File: config.mk
export PLATFORM = sky130hd
export DESIGN_NAME = regfile_wr_arbiter
export DESIGN_NICKNAME = d
export VERILOG_FILES = /design/src/rtl/regfile_wr_arbiter_pkg.sv /design/src/rtl/regfile_scoreboard.sv /design/src/rtl/regfile_wr_arbiter.sv
export SDC_FILE = /design/constraint.sdc
export NUM_CORES = 1
export LEC_CHECK = 0
export CAP_MARGIN = 40
export CELL_PAD_IN_SITES_DETAIL_PLACEMENT = 1
export CELL_PAD_IN_SITES_GLOBAL_PLACEMENT = 2
export CORE_ASPECT_RATIO = 1.5
export CORE_MARGIN = 4
export CORE_UTILIZATION = 25
export DETAILED_ROUTE_END_ITERATION = 12
export PLACE_DENSITY = 0.88
export SKIP_CTS_REPAIR_TIMING = 1
export SYNTH_ARGS = -nofsm -noshare
export SYNTH_HDL_FRONTEND = slang
export SYNTH_SLANG_ARGS = --single-unit
File: constraint.sdc
create_clock -name clk -period 2.4 [get_ports clk]
set_clock_uncertainty 0.2 [all_clocks]
set_input_delay 0.6 -clock clk [delete_from_list [all_inputs] [get_ports clk]]
set_output_delay 0.6 -clock clk [all_outputs]
set_load 0.01 [all_outputs]
File: src/rtl/regfile_wr_arbiter_pkg.sv
// Shared constants and types for the register-file write-port arbiter.
package regfile_wr_arbiter_pkg;

  localparam int DW_DEF       = 32;
  localparam int AW_DEF       = 5;
  localparam int MAX_WAIT_DEF = 4;
  localparam int CW_DEF       = 3;
  localparam int REG_ZERO     = 0;

  typedef enum logic [1:0] {
    GNT_NONE = 2'd0,
    GNT_WB   = 2'd1,
    GNT_MD   = 2'd2
  } gnt_e;

endpackage

File: src/rtl/regfile_scoreboard.sv
// Pending-write bits for outstanding MDU results, with two decode query ports.
module regfile_scoreboard
  import regfile_wr_arbiter_pkg::*;
#(
  parameter int AW = AW_DEF
) (
  input  logic          clk,
  input  logic          rst_n,
  input  logic          i_set_valid,
  input  logic [AW-1:0] i_set_reg,
  input  logic          i_clr_valid,
  input  logic [AW-1:0] i_clr_reg,
  input  logic [AW-1:0] i_q_a,
  input  logic [AW-1:0] i_q_b,
  output logic          o_busy_a,
  output logic          o_busy_b
);

  localparam int NREG = 2 ** AW;

  logic [NREG-1:0] r_pend;
  logic [NREG-1:0] w_set_mask;
  logic [NREG-1:0] w_clr_mask;

  always_comb begin
    // NOTE: every always_comb output gets a default before any condition, otherwise a latch is inferred.
    w_set_mask = '0;
    w_clr_mask = '0;
    if (i_set_valid && (i_set_reg != AW'(REG_ZERO))) w_set_mask[i_set_reg] = 1'b1;
    if (i_clr_valid) w_clr_mask[i_clr_reg] = 1'b1;
  end

  // Clear first, then set, so a new issue to the register being retired stays pending.
  always_ff @(posedge clk or negedge rst_n) begin
    // NOTE: the pending vector is plain flops, not a RAM, so it is reset; stale bits would stall decode forever.
    if (!rst_n) r_pend <= '0;
    else        r_pend <= (r_pend & ~w_clr_mask) | w_set_mask;
  end

  assign o_busy_a = (i_q_a != AW'(REG_ZERO)) && r_pend[i_q_a];
  assign o_busy_b = (i_q_b != AW'(REG_ZERO)) && r_pend[i_q_b];

endmodule

File: src/rtl/regfile_wr_arbiter.sv
// Two-writer arbiter for the register-file write port: WB stage has priority,
// MDU is force-granted after MAX_WAIT refusals; also tracks pending MDU writes.
module regfile_wr_arbiter
  import regfile_wr_arbiter_pkg::*;
#(
  parameter int DW       = DW_DEF,
  parameter int AW       = AW_DEF,
  parameter int MAX_WAIT = MAX_WAIT_DEF,
  parameter int CW       = CW_DEF
) (
  input  logic          clk,
  input  logic          rst_n,
  input  logic          wb_valid,
  input  logic [AW-1:0] wb_reg,
  input  logic [DW-1:0] wb_data,
  output logic          wb_ready,
  input  logic          md_valid,
  input  logic [AW-1:0] md_reg,
  input  logic [DW-1:0] md_data,
  output logic          md_ready,
  input  logic          iss_valid,
  input  logic [AW-1:0] iss_reg,
  input  logic [AW-1:0] q_rs,
  input  logic [AW-1:0] q_rt,
  output logic          busy_rs,
  output logic          busy_rt,
  output logic          stall_wb,
  output logic          rf_we,
  output logic [AW-1:0] rf_reg,
  output logic [DW-1:0] rf_data
);

  logic [CW-1:0] r_cnt;
  logic          r_rf_we;
  logic [AW-1:0] r_rf_reg;
  logic [DW-1:0] r_rf_data;

  logic          w_starve;
  logic          w_fire0;
  logic          w_fire1;
  gnt_e          w_gnt;
  logic [AW-1:0] w_sel_reg;
  logic [DW-1:0] w_sel_data;

  assign w_starve = (r_cnt == CW'(MAX_WAIT));
  assign wb_ready = !w_starve;
  assign md_ready = w_starve || !wb_valid;
  assign w_fire0  = wb_valid && wb_ready;
  assign w_fire1  = md_valid && md_ready;
  assign stall_wb = wb_valid && !wb_ready;

  always_comb begin
    w_gnt      = GNT_NONE;
    w_sel_reg  = r_rf_reg;
    w_sel_data = r_rf_data;
    if (w_fire0) begin
      w_gnt      = GNT_WB;
      w_sel_reg  = wb_reg;
      w_sel_data = wb_data;
    end else if (w_fire1) begin
      w_gnt      = GNT_MD;
      w_sel_reg  = md_reg;
      w_sel_data = md_data;
    end
  end

  // Refusals only accumulate while port 1 is waiting; saturation is implicit
  // because a starved port 1 is always granted.
  always_ff @(posedge clk or negedge rst_n) begin
    // NOTE: sequential state uses non-blocking assignments so every flop samples pre-edge values.
    if (!rst_n)                     r_cnt <= '0;
    else if (!md_valid || w_fire1)  r_cnt <= '0;
    else if (!w_starve)             r_cnt <= r_cnt + 1'b1;
  end

  // The register file writes on negedge, so a registered write is visible in its own cycle.
  always_ff @(posedge clk or negedge rst_n) begin
    if (!rst_n) begin
      r_rf_we   <= 1'b0;
      r_rf_reg  <= '0;
      r_rf_data <= '0;
    end else begin
      r_rf_we <= (w_gnt != GNT_NONE) && (w_sel_reg != AW'(REG_ZERO));
      if (w_gnt != GNT_NONE) begin
        r_rf_reg  <= w_sel_reg;
        r_rf_data <= w_sel_data;
      end
    end
  end

  assign rf_we   = r_rf_we;
  assign rf_reg  = r_rf_reg;
  assign rf_data = r_rf_data;

  regfile_scoreboard #(
    .AW (AW)
  ) u_scoreboard (
    .clk         (clk),
    .rst_n       (rst_n),
    .i_set_valid (iss_valid),
    .i_set_reg   (iss_reg),
    .i_clr_valid (w_fire1),
    .i_clr_reg   (md_reg),
    .i_q_a       (q_rs),
    .i_q_b       (q_rt),
    .o_busy_a    (busy_rs),
    .o_busy_b    (busy_rt)
  );

endmodule
==> results.sh, run 1 <==
# physical design summary
export IMPL_synth_area_sq_um=3840
export IMPL_cp_depth=7
export IMPL_core_rowCount=55
export IMPL_min_path_type="input port to async pin"
export IMPL_p_total_uw=4050
export IMPL_antenna_left=0
export IMPL_syn_instance_count=366
export IMPL_critical_path_class="input port to output port"
export IMPL_clk_path_buf_depth=2
export IMPL_ys_seq_elements=73
export IMPL_layout_drive_gt1_share_pct=16.2
export IMPL_clock_latency_ns=0.33
export IMPL_grt_pass1_vias=4105
export IMPL_status="finished, violations left"
export IMPL_p_sw_uw=1090
export IMPL_synth_chip_area_sq_um=3840
export IMPL_setup_slack_ns=-0.324
export IMPL_top_area_cell="dfrtp_1"
export IMPL_r2r_start="r_cnt[0]"
export IMPL_synthXorXnorAreaFrac_pct=0.228
export IMPL_startpoint_type="input port"
export IMPL_dp_cells=712
export IMPL_p_sw_share_pct=27.0
export IMPL_cp_cell_sequence="buf_6 -> buf_12 -> mux4_2 -> mux2_4 -> nand3b_1 -> nand4_1 -> buf_2"
export IMPL_max_cap_violations=0
export IMPL_ios=137
export IMPL_worstPathMaxFanout=8
export IMPL_fp_util_pct=25.5
export IMPL_cts_tree="done"
export IMPL_top_logic_kind="multiplexers"
export IMPL_clk_pin_slew_worst_paths_ns=0.06
export IMPL_top_cell_area_share_pct=47.6
export IMPL_violations="negative setup slack"
export IMPL_cts_buffers=9
export IMPL_hold_slack_ns=0.0513
export IMPL_numPortBuffers=136
export IMPL_pwr_density_cell_nw_per_um2=678
export IMPL_fin_crit_sh_pct=113
export IMPL_stdcell_count=730
export IMPL_routabilityCongestion=1.01
export IMPL_cp_top_family="multiplexers"
export IMPL_grt_pass1_wl_microns=21900
export IMPL_ir_drop_uv=272
export IMPL_area_delta_synth_final_pct=55.7
export IMPL_cp_end_kind="output port"
export IMPL_setup_viol=2
export IMPL_final_core_util_pct=39.6
export IMPL_r2r_end="u_scoreboard.r_pend[23]"
export IMPL_cts_sinks=73
export IMPL_ff_type="dfrtp_1"
export IMPL_rsz0062_at_grt="true"
export IMPL_drc=0
export IMPL_aoi_share_pct=14.9
export IMPL_ys_warn_count=0
export IMPL_diodes=0
export IMPL_ff2ff_path_depth=7
export IMPL_die_w_microns=109
export IMPL_pwr_share_comb_pct=23.8
export IMPL_antenna_found_initial=0
export IMPL_share_seq_of_total_power_pct=39.8
export IMPL_avgSynthCellArea_sq_um=10.5
export IMPL_crit_path_max_incr_delay_ns=0.50
export IMPL_ys_types=40
export IMPL_p_clk_share_pct=36.4
## run 1: kinds of logic (layout without fill, tap and decap cells)
group	Yosys count	count (layout)
and+or+nand+nor	93	93
DFF	73	73
xor gates and xnor gates	1	1
muxes	59	59
adders and majority gates	2	2
AOI/OAI and AO/OA	108	108
buffers and inverters	30	195
## run 1: stage by stage
step,cell area [sq um],setup TNS (ns)
floorplan,3840,-0.0595
global placement,5580,-7.95
detailed placement,5580,-10.85
CTS,5910,-2.68
global route,5970,-0.700
finish,5970,-0.555
## run 1: cells in the final DEF, fill, tap and decap left out, types with 9 or more instances in the layout
master	count
o21ai_1	15
nand3b_1	10
o21ai_0	82
clkbuf_16	9
mux4_2	13
nand2_1	47
clkdlybuf4s50_1	123
buf_4	33
dfrtp_1	73
mux2i_1	43
## run 1: worst min-delay path by stage
stage,from,endpoint
CTS,rst_n,rf_data[28]
global route,rst_n,u_scoreboard.r_pend[5]
finish,rst_n,u_scoreboard.r_pend[7]
detailed placement,r_cnt[0],r_cnt[0]
global placement,r_cnt[0],r_cnt[0]
floorplan,rst_n,r_cnt[0]
## run 1: metal layers
metal,vias to the layer above,global-route usage [%],routed length [microns]
li1,1639,-,-
met1,1732,16.7,4930
met2,150,28.7,7260
met3,55,4.97,937
met4,0,9.65,726
met5,-,0,0
## run 1: layout make-up
type	count	area, sq um
well taps	199	249
multi-input cells	263	1860
inverters	5	18.8
repair buffers	174	1690
flip-flops and latches	73	1830
clock buffers	11	253
clock inverters	5	77.6
fillers	1685	9100
## run 1: cells in the mapped netlist, types with 2 or more instances
cell      number
nor2_1         8
buf_4          3
clkbuf_1       8
nand2b_1       2
or2_2          3
nand3b_1      10
a21oi_1        2
nand3_1        7
inv_1          5
and3_1         2
mux2i_1       43
buf_2         12
ha_1           2
buf_6          2
o21ai_0       82
nand4_1        2
or3_1          3
nand2_1       47
mux2_2         3
mux4_2         7
or3b_2         3
dfrtp_1       73
o21ai_1       15
mux4_1         6
## run 1: power groups by stage
stage                     clock [uW]  combinational, uW  sequential [uW]
after floorplan                    0                431             1560
after global placement             0                934             1610
after detailed placement           0                973             1620
after CTS                       1530                978             1600
after global routing            1580               1060             1630
final                           1470                966             1610
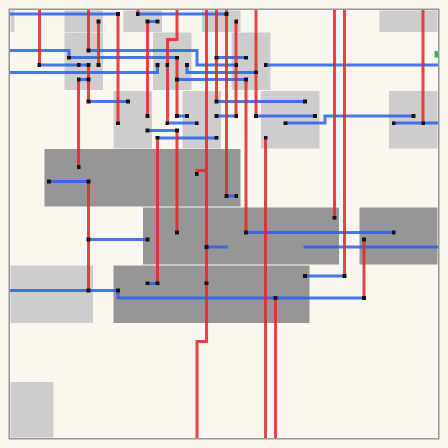
run_1/zoom.png
Window x 72 to 92, y 30 to 50 microns. Cells in gray, sequential cells in the stronger gray; small squares are vias.
Blue shows met1. Red shows met2. Green shows met3.
Sequential cells in the window: 3. Most frequent: o21ai_0 (4), dfrtp_1 (3). 10 logic cells have their middle in the window. Netlist names of flops here include u_scoreboard.r_pend (3).

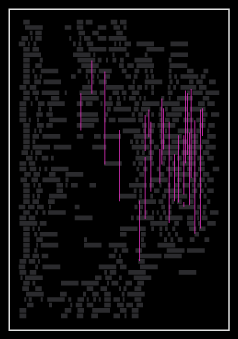
run_1/met4.png
Scale: 2 px per micron. Cells faint in the background.
The layer carries 727 microns of wire. The layer holds 5.3% of the routed length. The longest straight run is 59.2 microns. 18 nets have wire on it.
Routed Wire Length: 13800 microns
vias: 3576

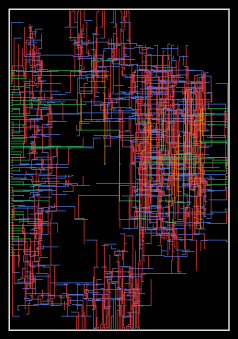
run_1/metal_stack.png
Scale: 2 px per micron.
Green shows met3, wire length 937 microns. Blue shows met1, wire length 4930 microns. Orange shows met4, wire length 727 microns. Red shows met2, wire length 7260 microns.
GRT Overall Usage: 16.4%
drt wl/cell: 19.0 microns

==> run 2: changes to the inputs <==
CAP_MARGIN = 30   (was 40)
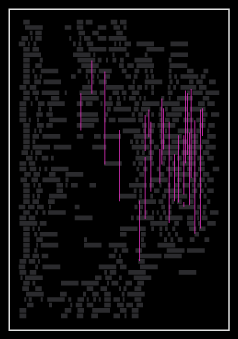
run_2/met4.png
Scale: 2 px per micron. Cells faint in the background.
18 nets have wire on it. The longest straight run is 59.2 microns. The layer holds 5.3% of the routed length. The wires run mostly vertical. The layer carries 727 microns of wire.

==> results.sh, run 2 <==
# physical design summary
export IMPL_common_cells="82 x o21ai_0, 73 x dfrtp_1, 47 x nand2_1"
export IMPL_layout_drive_gt1_share_pct=16.2
export IMPL_final_core_util_pct=39.6
export IMPL_ys_types=40
export IMPL_warnings=29
export IMPL_grt_pass1_wl_microns=21900
export IMPL_grt_pass1_vias=4105
export IMPL_routed_wl_microns=13800
export IMPL_top_cell_area_share_pct=47.6
export IMPL_drc=0
export IMPL_crit_path_max_incr_delay_ns=0.50
export IMPL_cts_buffers=9
export IMPL_cts_tree="done"
export IMPL_leakagePower_uw=0.00256
export IMPL_startpoint_type="input port"
export IMPL_top_area_cell="dfrtp_1"
export IMPL_nFillCells=1685
export IMPL_fin_nets=622
export IMPL_seq_area_sq_um=1830
export IMPL_ff_type="dfrtp_1"
export IMPL_detail_route_wl_per_cell_microns=19.0
export IMPL_area_delta_synth_final_pct=55.7
export IMPL_ys_warn_count=0
export IMPL_routabilityCongestion=1.01
export IMPL_setup_slack_ns=-0.324
export IMPL_postPlaceCellArea_sq_um=5580
export IMPL_fin_crit_sh_pct=113
export IMPL_critical_path_class="input port to output port"
export IMPL_max_cap_violations=0
export IMPL_synth_chip_area_sq_um=3840
export IMPL_fp_util_pct=25.5
export IMPL_die_w_microns=109
export IMPL_ios=137
export IMPL_numPortBuffers=136
export IMPL_pwr_density_cell_nw_per_um2=678
export IMPL_worstPathMaxFanout=8
export IMPL_yosysMostFrequentCell="o21ai_0"
export IMPL_core_rowCount=55
export IMPL_clk_path_buf_depth=2
export IMPL_grtUsageTotal_pct=16.4
export IMPL_diodes=0
export IMPL_min_path_type="input port to async pin"
export IMPL_layout_top_cell="clkdlybuf4s50_1"
export IMPL_clock_latency_ns=0.33
export IMPL_cp_cell_sequence="buf_6 -> buf_12 -> mux4_2 -> mux2_4 -> nand3b_1 -> nand4_1 -> buf_2"
export IMPL_antenna_found_initial=0
export IMPL_syn_instance_count=366
export IMPL_slew_violations=0
export IMPL_rsz0062_at_grt="true"
export IMPL_synth_area_sq_um=3840
export IMPL_cts_sinks=73
export IMPL_cp_end_kind="output port"
export IMPL_antenna_left=0
export IMPL_ys_seq_elements=73
export IMPL_timing_fmax_mhz=367
export IMPL_logic_area_sq_um=1860
export IMPL_status="finished, violations left"
export IMPL_clk_pin_slew_worst_paths_ns=0.06
export IMPL_mostFrequentLayoutCells="123 x clkdlybuf4s50_1, 82 x o21ai_0, 73 x dfrtp_1, 47 x nand2_1, 43 x mux2i_1"
export IMPL_vias=3576
export IMPL_violations="negative setup slack"
export IMPL_ir_drop_uv=272
export IMPL_setup_viol=2
export IMPL_avgSynthCellArea_sq_um=10.5
==> run 2: cell counts after synthesis <==
No cell type changed its count.
==> run 2: cell type report <==
class | instances | area share [%]
inverter | 5 | 0.314
sequential | 73 | 30.6
multi-input combinational | 263 | 31.1
clock buffer | 11 | 4.23
tap | 199 | 4.17
timing repair buffer | 174 | 28.3
clock inverter | 5 | 1.30
==> run 2: final timing paths <==
| kind | cells after the start | endpoint | start | slack, ns |
|---|---|---|---|---|
| max in group asynchronous | 2 | u_scoreboard.r_pend[24] | rst_n | 1.35 |
| max | 7 | busy_rs | q_rs[0] | -0.32 |
| min | 1 | u_scoreboard.r_pend[7] | rst_n | 0.05 |
| min reg2reg | 1 | r_cnt[0] | r_cnt[0] | 0.26 |
| min in group clk | 1 | r_cnt[0] | r_cnt[0] | 0.26 |
| max reg2reg | 7 | u_scoreboard.r_pend[23] | r_cnt[0] | 0.22 |
==> run 2: worst max-delay path, delay by kind of cell <==
kind | cells | cell delay, ns
mux | 2 | 0.78
buf+inv | 3 | 0.35
simple gates | 2 | 0.20
==> run 2: kinds of logic (layout without fill, tap and decap cells) <==
family                   count (synthesis)  after routing  synth area share, %
flip-flops                              73             73                 47.6
XOR/XNOR                                 1              1                0.228
adder cells (fa/ha/maj)                  2              2                0.652
multiplexers                            59             59                 20.3
AND/OR/NAND/NOR                         93             93                 12.2
AND-OR/OR-AND                          108            108                 14.9
buffers and inverters                   30            195                 4.01
==> run 2: per-stage QoR <==
step	hold slack [ns]	power, uW	setup TNS (ns)	std cells
3_5_place_dp	0.252	2600	-10.85	712
6_report	0.0513	4050	-0.555	730
3_3_place_gp	0.246	2550	-7.95	712
2_1_floorplan	0.104	1990	-0.0595	366
5_1_grt	0.0936	4270	-0.700	730
4_1_cts	0.0634	4110	-2.68	728
==> run 2: report_power, final <==
part	total, uW	leakage [uW]	internal [uW]	switching, uW
logic	966	0.00152	572	394
registers	1610	0.000882	1420	190
clock network	1470	0.000162	963	511
total	4050	0.00256	2950	1090
==> run 2: per-layer routing <==
metal,vias to the layer above,share of wire [%],GRT usage [%]
li1,1639,-,-
met1,1732,36,16.7
met2,150,52,28.7
met3,55,6.8,4.97
met4,0,5.2,9.65
met5,-,0,0
Power figures rest on the tool's default switching activity, not on a simulated workload.
